Run 1, met2 routing:
Drawn at 8 px/um.
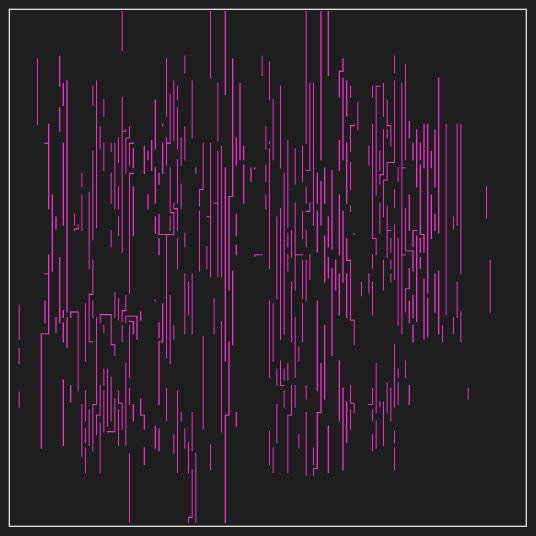
Run 1, clock network drawn from the DEF:
Drawn at 4 px/um.
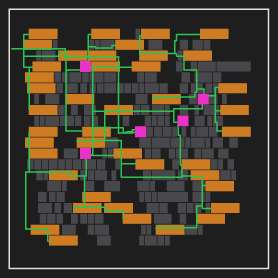
Run 1, routing congestion map:
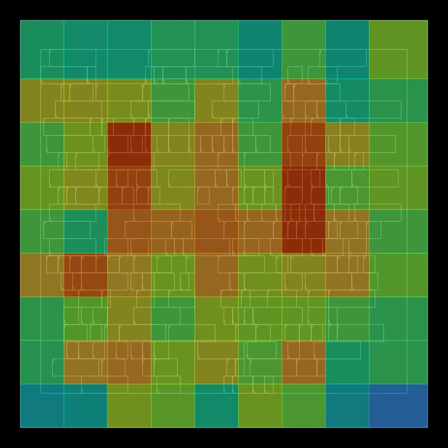
File: src/rtl/spi_master.sv
// Mode-0 SPI master: one byte per request, SSEL framing with a fixed deselect gap.
// Define SPI_MASTER_LSB_FIRST_EN to shift LSB-first on both MOSI and MISO (default is MSB-first).
module spi_master #(
  parameter int unsigned CLK_DIV = 4
) (
  input  logic       clk,
  input  logic       rst,
  input  logic [7:0] tx_data,
  input  logic       start,
  output logic       busy,
  output logic [7:0] rx_data,
  output logic       rx_valid,
  output logic       SCK,
  output logic       MOSI,
  input  logic       MISO,
  output logic       SSEL
);

  typedef enum logic [2:0] {
    IDLE,
    SETUP,
    SHIFT,
    HOLD,
    GAP
  } state_t;

  localparam logic [7:0] DIV_LAST = 8'(CLK_DIV - 1);

  state_t     state_q;
  logic [7:0] divCnt_q;
  logic [2:0] bitCnt_q;
  logic [7:0] txShift_q;
  logic [7:0] rxShift_q;
  logic [7:0] rxData_q;
  logic       sck_q;
  logic       ssel_q;
  logic       busy_q;
  logic       rxValid_q;

  logic       halfDone_d;
  logic [7:0] txNext_d;
  logic [7:0] rxNext_d;
  logic       mosiBit_d;

  assign halfDone_d = (divCnt_q == DIV_LAST);

  // The bit on MOSI is always the outgoing end of the transmit shift register.
`ifdef SPI_MASTER_LSB_FIRST_EN
  assign txNext_d  = {1'b0, txShift_q[7:1]};
  assign rxNext_d  = {MISO, rxShift_q[7:1]};
  assign mosiBit_d = txShift_q[0];
`else
  assign txNext_d  = {txShift_q[6:0], 1'b0};
  assign rxNext_d  = {rxShift_q[6:0], MISO};
  assign mosiBit_d = txShift_q[7];
`endif

  always_ff @(posedge clk) begin
    if (rst) begin
      state_q   <= IDLE;
      divCnt_q  <= '0;
      bitCnt_q  <= '0;
      txShift_q <= '0;
      rxShift_q <= '0;
      rxData_q  <= '0;
      sck_q     <= 1'b0;
      ssel_q    <= 1'b1;
      busy_q    <= 1'b0;
      rxValid_q <= 1'b0;
    end else begin
      rxValid_q <= 1'b0;
      unique case (state_q)
        IDLE: begin
          divCnt_q <= '0;
          if (start) begin
            txShift_q <= tx_data;
            rxShift_q <= '0;
            bitCnt_q  <= '0;
            ssel_q    <= 1'b0;
            busy_q    <= 1'b1;
            state_q   <= SETUP;
          end
        end
        SETUP: begin
          if (halfDone_d) begin
            divCnt_q <= '0;
            state_q  <= SHIFT;
          end else begin
            divCnt_q <= divCnt_q + 8'd1;
          end
        end
        // SHIFT opens with a low half-period, so the 8th falling edge lands on HOLD entry.
        SHIFT: begin
          if (halfDone_d) begin
            divCnt_q <= '0;
            if (!sck_q) begin
              sck_q     <= 1'b1;
              rxShift_q <= rxNext_d;
            end else begin
              sck_q    <= 1'b0;
              bitCnt_q <= bitCnt_q + 3'd1;
              if (bitCnt_q == 3'd7) begin
                state_q <= HOLD;
              end else begin
                txShift_q <= txNext_d;
              end
            end
          end else begin
            divCnt_q <= divCnt_q + 8'd1;
          end
        end
        HOLD: begin
          if (halfDone_d) begin
            divCnt_q  <= '0;
            ssel_q    <= 1'b1;
            rxData_q  <= rxShift_q;
            rxValid_q <= 1'b1;
            state_q   <= GAP;
          end else begin
            divCnt_q <= divCnt_q + 8'd1;
          end
        end
        GAP: begin
          if (halfDone_d) begin
            divCnt_q <= '0;
            busy_q   <= 1'b0;
            state_q  <= IDLE;
          end else begin
            divCnt_q <= divCnt_q + 8'd1;
          end
        end
        default: begin
          state_q  <= IDLE;
          divCnt_q <= '0;
          sck_q    <= 1'b0;
          ssel_q   <= 1'b1;
          busy_q   <= 1'b0;
        end
      endcase
    end
  end

  assign busy     = busy_q;
  assign rx_data  = rxData_q;
  assign rx_valid = rxValid_q;
  assign SCK      = sck_q;
  assign MOSI     = mosiBit_d;
  assign SSEL     = ssel_q;

endmodule

File: config.mk
export PLATFORM = sky130hd
export DESIGN_NAME = spi_master
export DESIGN_NICKNAME = d
export VERILOG_FILES = /design/src/rtl/spi_master.sv
export SDC_FILE = /design/constraint.sdc
export NUM_CORES = 1
export LEC_CHECK = 0
export ABC_CLOCK_PERIOD_IN_PS = 4000
export CAP_MARGIN = 20
export CORE_MARGIN = 3
export CORE_UTILIZATION = 57
export DETAILED_ROUTE_END_ITERATION = 8
export DONT_BUFFER_PORTS = 1
export GPL_TIMING_DRIVEN = 0
export PLACE_DENSITY_LB_ADDON = 0.12
export SLEW_MARGIN = 20
export SYNTH_ARGS = -nofsm -noshare
export SYNTH_HDL_FRONTEND = slang
export SYNTH_SLANG_ARGS = --single-unit
File: constraint.sdc
create_clock -name clk -period 4 [get_ports clk]
set_input_delay 0.6 -clock clk [delete_from_list [all_inputs] [get_ports clk]]
set_output_delay 0.6 -clock clk [all_outputs]
set_load 0.01 [all_outputs]
==> impl_metrics.tcl, run 1 <==
# place-and-route summary
set metrics [dict create \
    num_antenna_cells 0 \
    holdPathStages 2 \
    worst_slew_pin_slew_ns 0.598 \
    clkbuf_count 5 \
    ff2ff_setup_slack_ns 1.93 \
    synthMuxAreaShare_pct 8.29 \
    path_max_fanout 10 \
    synth_cell_type_count 40 \
    clk_pin_slew_ns 0.12 \
    taps 44 \
    synthTopCellsByCount "dfxtp_1 (42), nor2_1 (24), a21oi_1 (19), mux2i_1 (15), o21ai_0 (15)" \
    drive_above_1_share_pct 10.4 \
    num-nets-final 235 \
    buffer_area_share_pct 3.95 \
    most_common_cell "dfxtp_1" \
    grt_busiest_layer "met2" \
    final-hold-violation-count 0 \
    setup_violations 0 \
    crit_required_ns 4.29 \
    p_per_area_mw_per_mm2 335 \
    clockBufferDepth 2 \
    syn_area_mm2 0.00195 \
    cts.sinks 42 \
    arrival_ns 2.35 \
    max_freq_mhz 484 \
    grt_max_degree 15 \
    chipArea_mm2 0.00415 \
    rr_worst_depth 7 \
    p_int_w 0.000511 \
    fp_util_pct 61.7 \
    slew_violations 0 \
    route.detailed.drc 0 \
    grt_pass1_vias 1469 \
    status "completed" \
    die_y_um 64.4 \
    slowest_stage "or3_1" \
    ant_nets 0 \
    drt-wirelength-per-cell_um 15.0 \
    sequentialPowerShare_pct 62.8 \
    cp_common_cell "ha_1" \
    p_comb_w 0.0000460 \
    end_kind "register" \
    ys_async_sr_fraction_pct 0 \
    min_path_type "primary input to register" \
    postCtsResizedCells 0 \
    finalSetupTns_ns 0 \
    antenna_found_initial 0 \
    synthSimpleGateAreaFrac_pct 20.2 \
    vias_per_cell 5.93 \
    yosysTopAreaCellShare_pct 43.2 \
    vdd_drop_max_v 0.000245 \
    wl_met1_um 1800 \
    met3_length_um 242 \
    met2_length_um 1900 \
    cts_setup_buffers 0 \
    buffers 16 \
    fillers 270 \
    crit_chain "ha_1, ha_1, and2_1, nand3b_1, clkbuf_1, or3_1, a21oi_1" \
    mostFrequentLayoutCell "dfxtp_1" \
    cp_num_cells 7 \
    comb_share_pct 49.2 \
    row_count 20 \
    dominant_cells "logic gates" \
    core_mm2 0.00315 \
    cts-root-buf "clkbuf_4" \
    path_class "register to register" \
    dpl.hpwl_um 2860 \
    ff_latch_area_um2 841 \
    xor_share_pct 3.60 \
    rsz0062_at_grt "no" \
    p_leak_nw 0.843 \
    crit_buf_inv 1 \
    synth_top_cell_by_area "dfxtp_1" \
    final_cell_mix "dfxtp_1 (42), nor2_1 (24), a21oi_1 (19)" \
    crit_start "bitCnt_q[0]" \
    ys.flops 42 \
    yosysSeqAreaShare_pct 43.2 \
    syn_area_per_cell_um2 9.14 \
    fin_crit_ns 2.07 \
    htreeDepth 2 \
    cts_hold_buf 0 \
    edf_count 0 \
    ys_cells 213 \
    fa_ha_area_share_pct 1.93 \
    flops 42 \
    track_usage_pct 20.5 \
    logic_gate_count 152 \
]
Back to the opening pictures, 'met2 routing':
The layer holds 48% of the routed length. The longest straight run is 31.3 um. The layer carries 1900 um of wire.
met2 usage: 34.4%
DR vias: 1571
final wirelength: 3990 um

Back to the opening pictures, 'clock network drawn from the DEF':
clock wires: drawn in green, length 479 um. clock-net drivers: drawn in magenta, count 5. flip-flops: drawn in orange, count 42.
Position of the flops: all over the die.
clock power share: 30.6%
Late-Pin Clk Latency: 0.35 ns
Clk. pwr: 0.000211 W
Final Skew: 0.00768 ns

Back to the opening pictures, 'routing congestion map':
met3 usage: 5.37%
met1 Usage GRT: 25.7%

## run 1: metrics by stage
| stage | hold slack (ns) | std cells | setup slack (ns) | power (W) | instance area [um2] |
|---|---|---|---|---|---|
| floorplan | 0.437 | 213 | 2.26 | 0.000477 | 1950 |
| global placement | 0.448 | 257 | 2.04 | 0.000486 | 2000 |
| detailed placement | 0.463 | 257 | 2.01 | 0.000488 | 2000 |
| CTS | 0.387 | 265 | 1.97 | 0.000697 | 2060 |
| global route | 0.394 | 265 | 1.81 | 0.000723 | 2060 |
| finish | 0.394 | 265 | 1.93 | 0.000690 | 2060 |
## run 1: registers in the layout, indices dropped and copies added, names as in the netlist
register,cells
SCK,1
SSEL,1
bitCnt_q,3
busy,1
divCnt_q,8
rxShift_q,8
rx_data,8
rx_valid,1
state_q,3
txShift_q,8
Run 1, metal 3:
Drawn at 10 px/um.
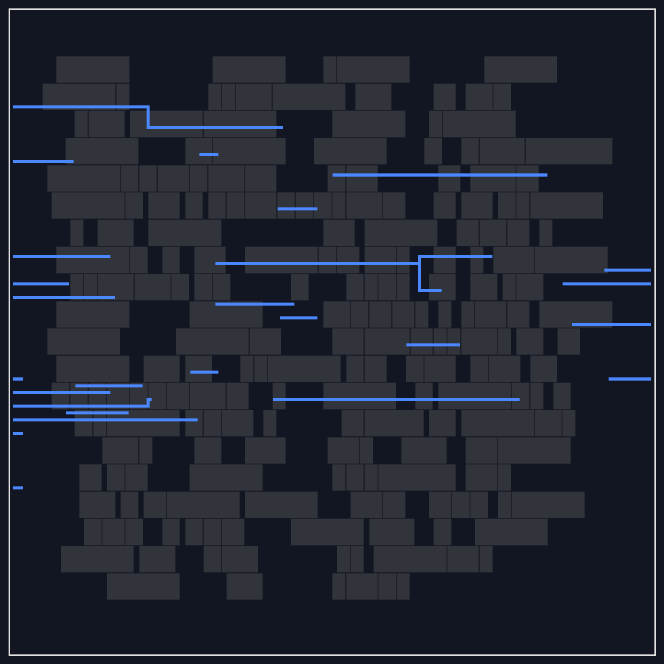

--- run 2 (diff from run 1) ---
ABC_CLOCK_PERIOD_IN_PS = 2000   (was 4000)
clock period = 2 ns   (was 4 ns; I/O delays follow)
Run 2, metal 3:
Drawn at 10 px/um.
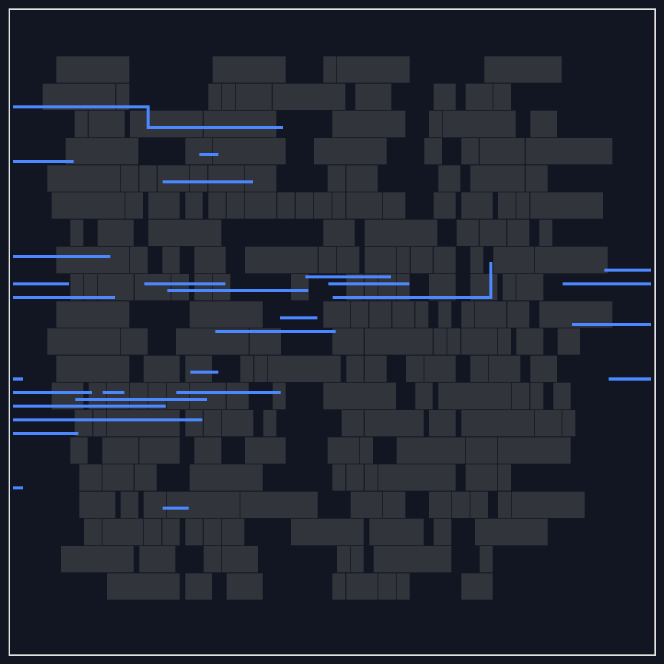
The wires run mostly horizontal. The layer carries 244 um of wire. 24 nets have wire on it.
DR vias: 1591
final wirelength: 4050 um

==> run 2 against run 1 <==
Compared with the run above:
- critical path depth unchanged
- critical path type unchanged
- core utilization increased by 2.0 points
- final cell count increased by 1.1%
- largest cell class unchanged
- clock power increased by 100%
- via count increased by 1.3%
- hold slack got worse by 0.30 ns
- combinational power increased by 120%
- setup slack got worse by 1.9 ns
==> impl_metrics.tcl, run 2 <==
# place-and-route summary
set metrics [dict create \
    p_total_w 0.00139 \
    logic_gate_count 152 \
    syn_area_mm2 0.00195 \
    yosysTopAreaCellShare_pct 43.2 \
    slew_violations 0 \
    end_kind "register" \
    route.detailed.drc 0 \
    clkbuf_count 5 \
    row_count 20 \
    postCtsResizedCells 1 \
    num-nets-final 238 \
    grtUsageMet3_pct 5.37 \
    synth_top_cell_by_area "dfxtp_1" \
    ys_async_sr_fraction_pct 0 \
    crit_required_ns 2.29 \
    crit_chain "ha_2, ha_1, and2_1, nand3b_1, buf_4, or3_4, a21oi_2" \
    ys_cells 213 \
    drive_above_1_share_pct 15.6 \
    holdPathStages 2 \
    worstSkewPairLatency_ns 0.35 \
    p_per_area_mw_per_mm2 655 \
    most_common_cell "dfxtp_1" \
    yosysSeqAreaShare_pct 43.2 \
    final_cells 268 \
    mostFrequentLayoutCell "dfxtp_1" \
    dpl.hpwl_um 2860 \
    arrival_ns 2.22 \
    rr_worst_depth 7 \
    place_area_mm2 0.00200 \
    path_max_fanout 6 \
    p_leak_nw 0.855 \
    use_met2_pct 34.3 \
    syn_area_per_cell_um2 9.14 \
    comb_share_pct 49.1 \
    ff2ff_setup_slack_ns 0.07 \
    cts_setup_buffers 0 \
    core_mm2 0.00315 \
    met2_length_um 1950 \
    chipArea_mm2 0.00415 \
    vias_per_cell 5.94 \
    track_usage_pct 20.5 \
    final_area_mm2 0.00212 \
    fp_util_pct 61.7 \
    ys.flops 42 \
    crit_start "bitCnt_q[0]" \
    max_freq_mhz 517 \
    synthTopCellsByCount "dfxtp_1 (42), nor2_1 (24), a21oi_1 (19), mux2i_1 (15), o21ai_0 (15)" \
    grt_use_met1_pct 25.9 \
    setup_violations 0 \
    crit_buf_inv 1 \
    pre_cts_ws_ns 0.00586 \
    clk_pin_slew_ns 0.12 \
    buffers 19 \
    slowest_stage "or3_4" \
    buffer_area_share_pct 5.24 \
    wl_met1_um 1820 \
    whs_ns 0.0967 \
    cts-root-buf "clkbuf_4" \
    final-hold-violation-count 0 \
    taps 44 \
    met3_length_um 244 \
    finalSetupTns_ns 0 \
    status "completed" \
    dominant_cells "logic gates" \
]
Run 2, clock network drawn from the DEF:
Drawn at 4 px/um.
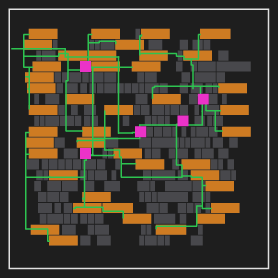
clock wires: drawn in green, length 466 um. flip-flops: drawn in orange, count 42. clock-net drivers: drawn in magenta, count 5.
Position of the flops: all over the die. There are 6 routed clock nets.
clock power share: 30.4%
Clk. pwr: 0.000423 W

[run 2: cell count changes in the layout (fill, tap and decap cells not counted)]
| cell | change |
|---|---|
| clkbuf_1 | -1 |
| ha_1 | -2 |
| a21oi_2 | +2 |
| dfxtp_2 | +3 |
| nor3b_4 | +2 |
| or3_4 | +1 |
| buf_6 | +1 |
| nor3b_2 | -2 |
| ha_2 | +2 |
| a21oi_1 | -2 |
| dfxtp_1 | -3 |
| buf_4 | +3 |
| or3_1 | -1 |
[run 2: where the power goes]
group,leakage [nW],switching [W],internal [W]
registers,0.342,0.0000124,0.000854
logic,0.482,0.0000630,0.0000400
clock network,0.0312,0.000286,0.000137
Run 2, routing congestion map:
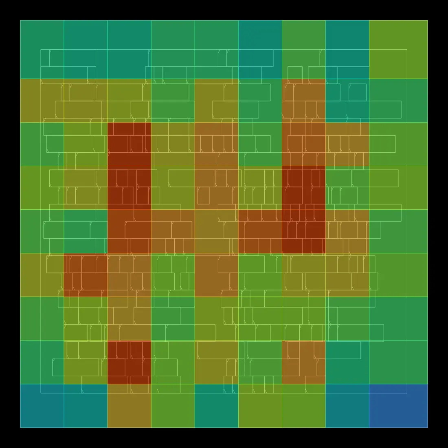

--- run 3 (diff from run 2) ---
--- a/config.mk
+++ b/config.mk
@@ -8,4 +8,5 @@
 export ABC_CLOCK_PERIOD_IN_PS = 2000
 export CAP_MARGIN = 20
+export CORE_ASPECT_RATIO = 1.4
 export CORE_MARGIN = 3
 export CORE_UTILIZATION = 57
==> constraint.sdc (replaced) <==
create_clock -name clk -period 2 [get_ports clk]
set_input_delay 0.3 -clock clk [delete_from_list [all_inputs] [get_ports clk]]
set_output_delay 0.3 -clock clk [all_outputs]
set_load 0.1 [all_outputs]
Run 3, routing congestion map:
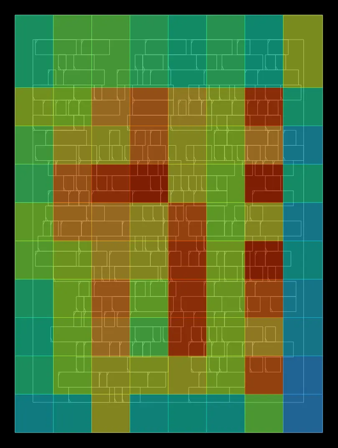
met2 usage: 38.0%
GRT Total Usage: 21.6%
WL/cell: 15.8 um

Run 3, clock network drawn from the DEF:
Drawn at 4 px/um.
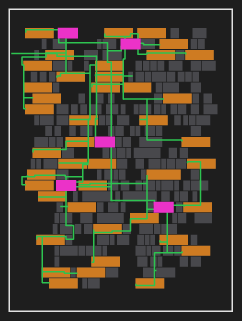
clock wires: drawn in green, length 547 um. flip-flops: drawn in orange, count 42. clock-net drivers: drawn in magenta, count 5.
There are 6 routed clock nets.
Clk. pwr: 0.000575 W
clock power share: 36.6%
Final Skew: 0.00791 ns

==> run 3 against run 2 <==
Compared with the run above:
- routed wire length up 3.3%
- register-to-register slack improved by 0.05 ns
- sequential power grew 3.5%
- synthesized cell count did not move
- core utilization down 0.085 points
- global-route usage grew 1.1 points
- count of clock-buffer cells in the layout grew 2
- largest power group unchanged
==> impl_metrics.tcl, run 3 <==
# place-and-route summary
set metrics [dict create \
    pwr.group.sequential_w 0.000896 \
    clockBufferDepth 2 \
    place_area_mm2 0.00200 \
    cts.sinks 42 \
    core_mm2 0.00318 \
    comb_share_pct 47.9 \
    grtUsageMet3_pct 7.38 \
    whs_ns 0.146 \
    cts_hold_buf 0 \
    buffer_area_share_pct 5.61 \
    sequentialPowerShare_pct 57.0 \
    fp_util_pct 61.2 \
    p_per_area_mw_per_mm2 733 \
    synth_top_cell_by_area "dfxtp_1" \
    wl_met1_um 1820 \
    antenna_found_initial 0 \
    synthMuxAreaShare_pct 8.29 \
    grt_busiest_layer "met2" \
    met3_length_um 202 \
    wirelength_um 4180 \
    finalWorstSetupSlack_ns 0.117 \
    fin_crit_ns 1.88 \
    taps 39 \
    xor_share_pct 3.60 \
    path_max_fanout 10 \
    ff2ff_setup_slack_ns 0.12 \
    p_total_w 0.00157 \
    yosysTopAreaCellShare_pct 43.2 \
    path_class "register to register" \
    ys_cells 213 \
    num_antenna_cells 0 \
    max_freq_mhz 531 \
    worstSkewPairLatency_ns 0.29 \
    ys.flops 42 \
    htreeDepth 2 \
    arrival_ns 2.11 \
    chipArea_mm2 0.00416 \
    mostFrequentLayoutCell "dfxtp_1" \
    final_cell_mix "dfxtp_1 (41), nor2_1 (24), a21oi_1 (19)" \
    yosysSeqAreaShare_pct 43.2 \
    ant_nets 0 \
    grt_pass1_vias 1641 \
    clk_pin_slew_ns 0.08 \
    final_area_mm2 0.00214 \
    min_path_type "primary input to register" \
    rr_worst_depth 7 \
    most_common_cell "dfxtp_1" \
    syn_area_per_cell_um2 9.14 \
    ff_latch_area_um2 845 \
    vias 1595 \
    cts-root-buf "clkbuf_8" \
    row_count 24 \
    route.detailed.drc 0 \
    crit_required_ns 2.22 \
    logic_gate_count 152 \
    status "completed" \
    holdPathStages 2 \
    fa_ha_area_share_pct 1.93 \
    p_leak_nw 0.883 \
    fillers 268 \
    finalSetupTns_ns 0 \
    drive_above_1_share_pct 12.8 \
    vdd_drop_max_v 0.000697 \
    flops 42 \
    met2_length_um 2110 \
    pre_cts_ws_ns -0.00204 \
    slew_violations 0 \
    ys_async_sr_fraction_pct 0 \
    synthTopCellsByCount "dfxtp_1 (42), nor2_1 (24), a21oi_1 (19), mux2i_1 (15), o21ai_0 (15)" \
    end_kind "register" \
    p_comb_w 0.0000999 \
]
-- run 3: cell types whose count changed in the layout (fill, tap and decap cells not counted), moves of 2 or more --
cell	previous run	this run
clkbuf_8	0	6
ha_1	1	3
dfxtp_1	39	41
buf_4	5	7
ha_2	2	0
clkbuf_4	5	0
a21oi_1	17	19
a21oi_2	2	0
dfxtp_2	3	0
-- run 3: metrics by stage --
step	std cells	utilization [%]
floorplan	213	-
global placement	252	62.7
detailed placement	252	62.7
CTS	260	65.7
global route	265	67.3
finish	265	67.3
-- run 3: worst max-delay path: stages, from the launching register on --
cell	delay [ns]
dfxtp_1	0.34
ha_1	0.20
ha_1	0.18
and2_1	0.16
nand3b_1	0.22
buf_2	0.21
or3_1	0.35
a21oi_1	0.14
Power is estimated from default activity; no workload was simulated.
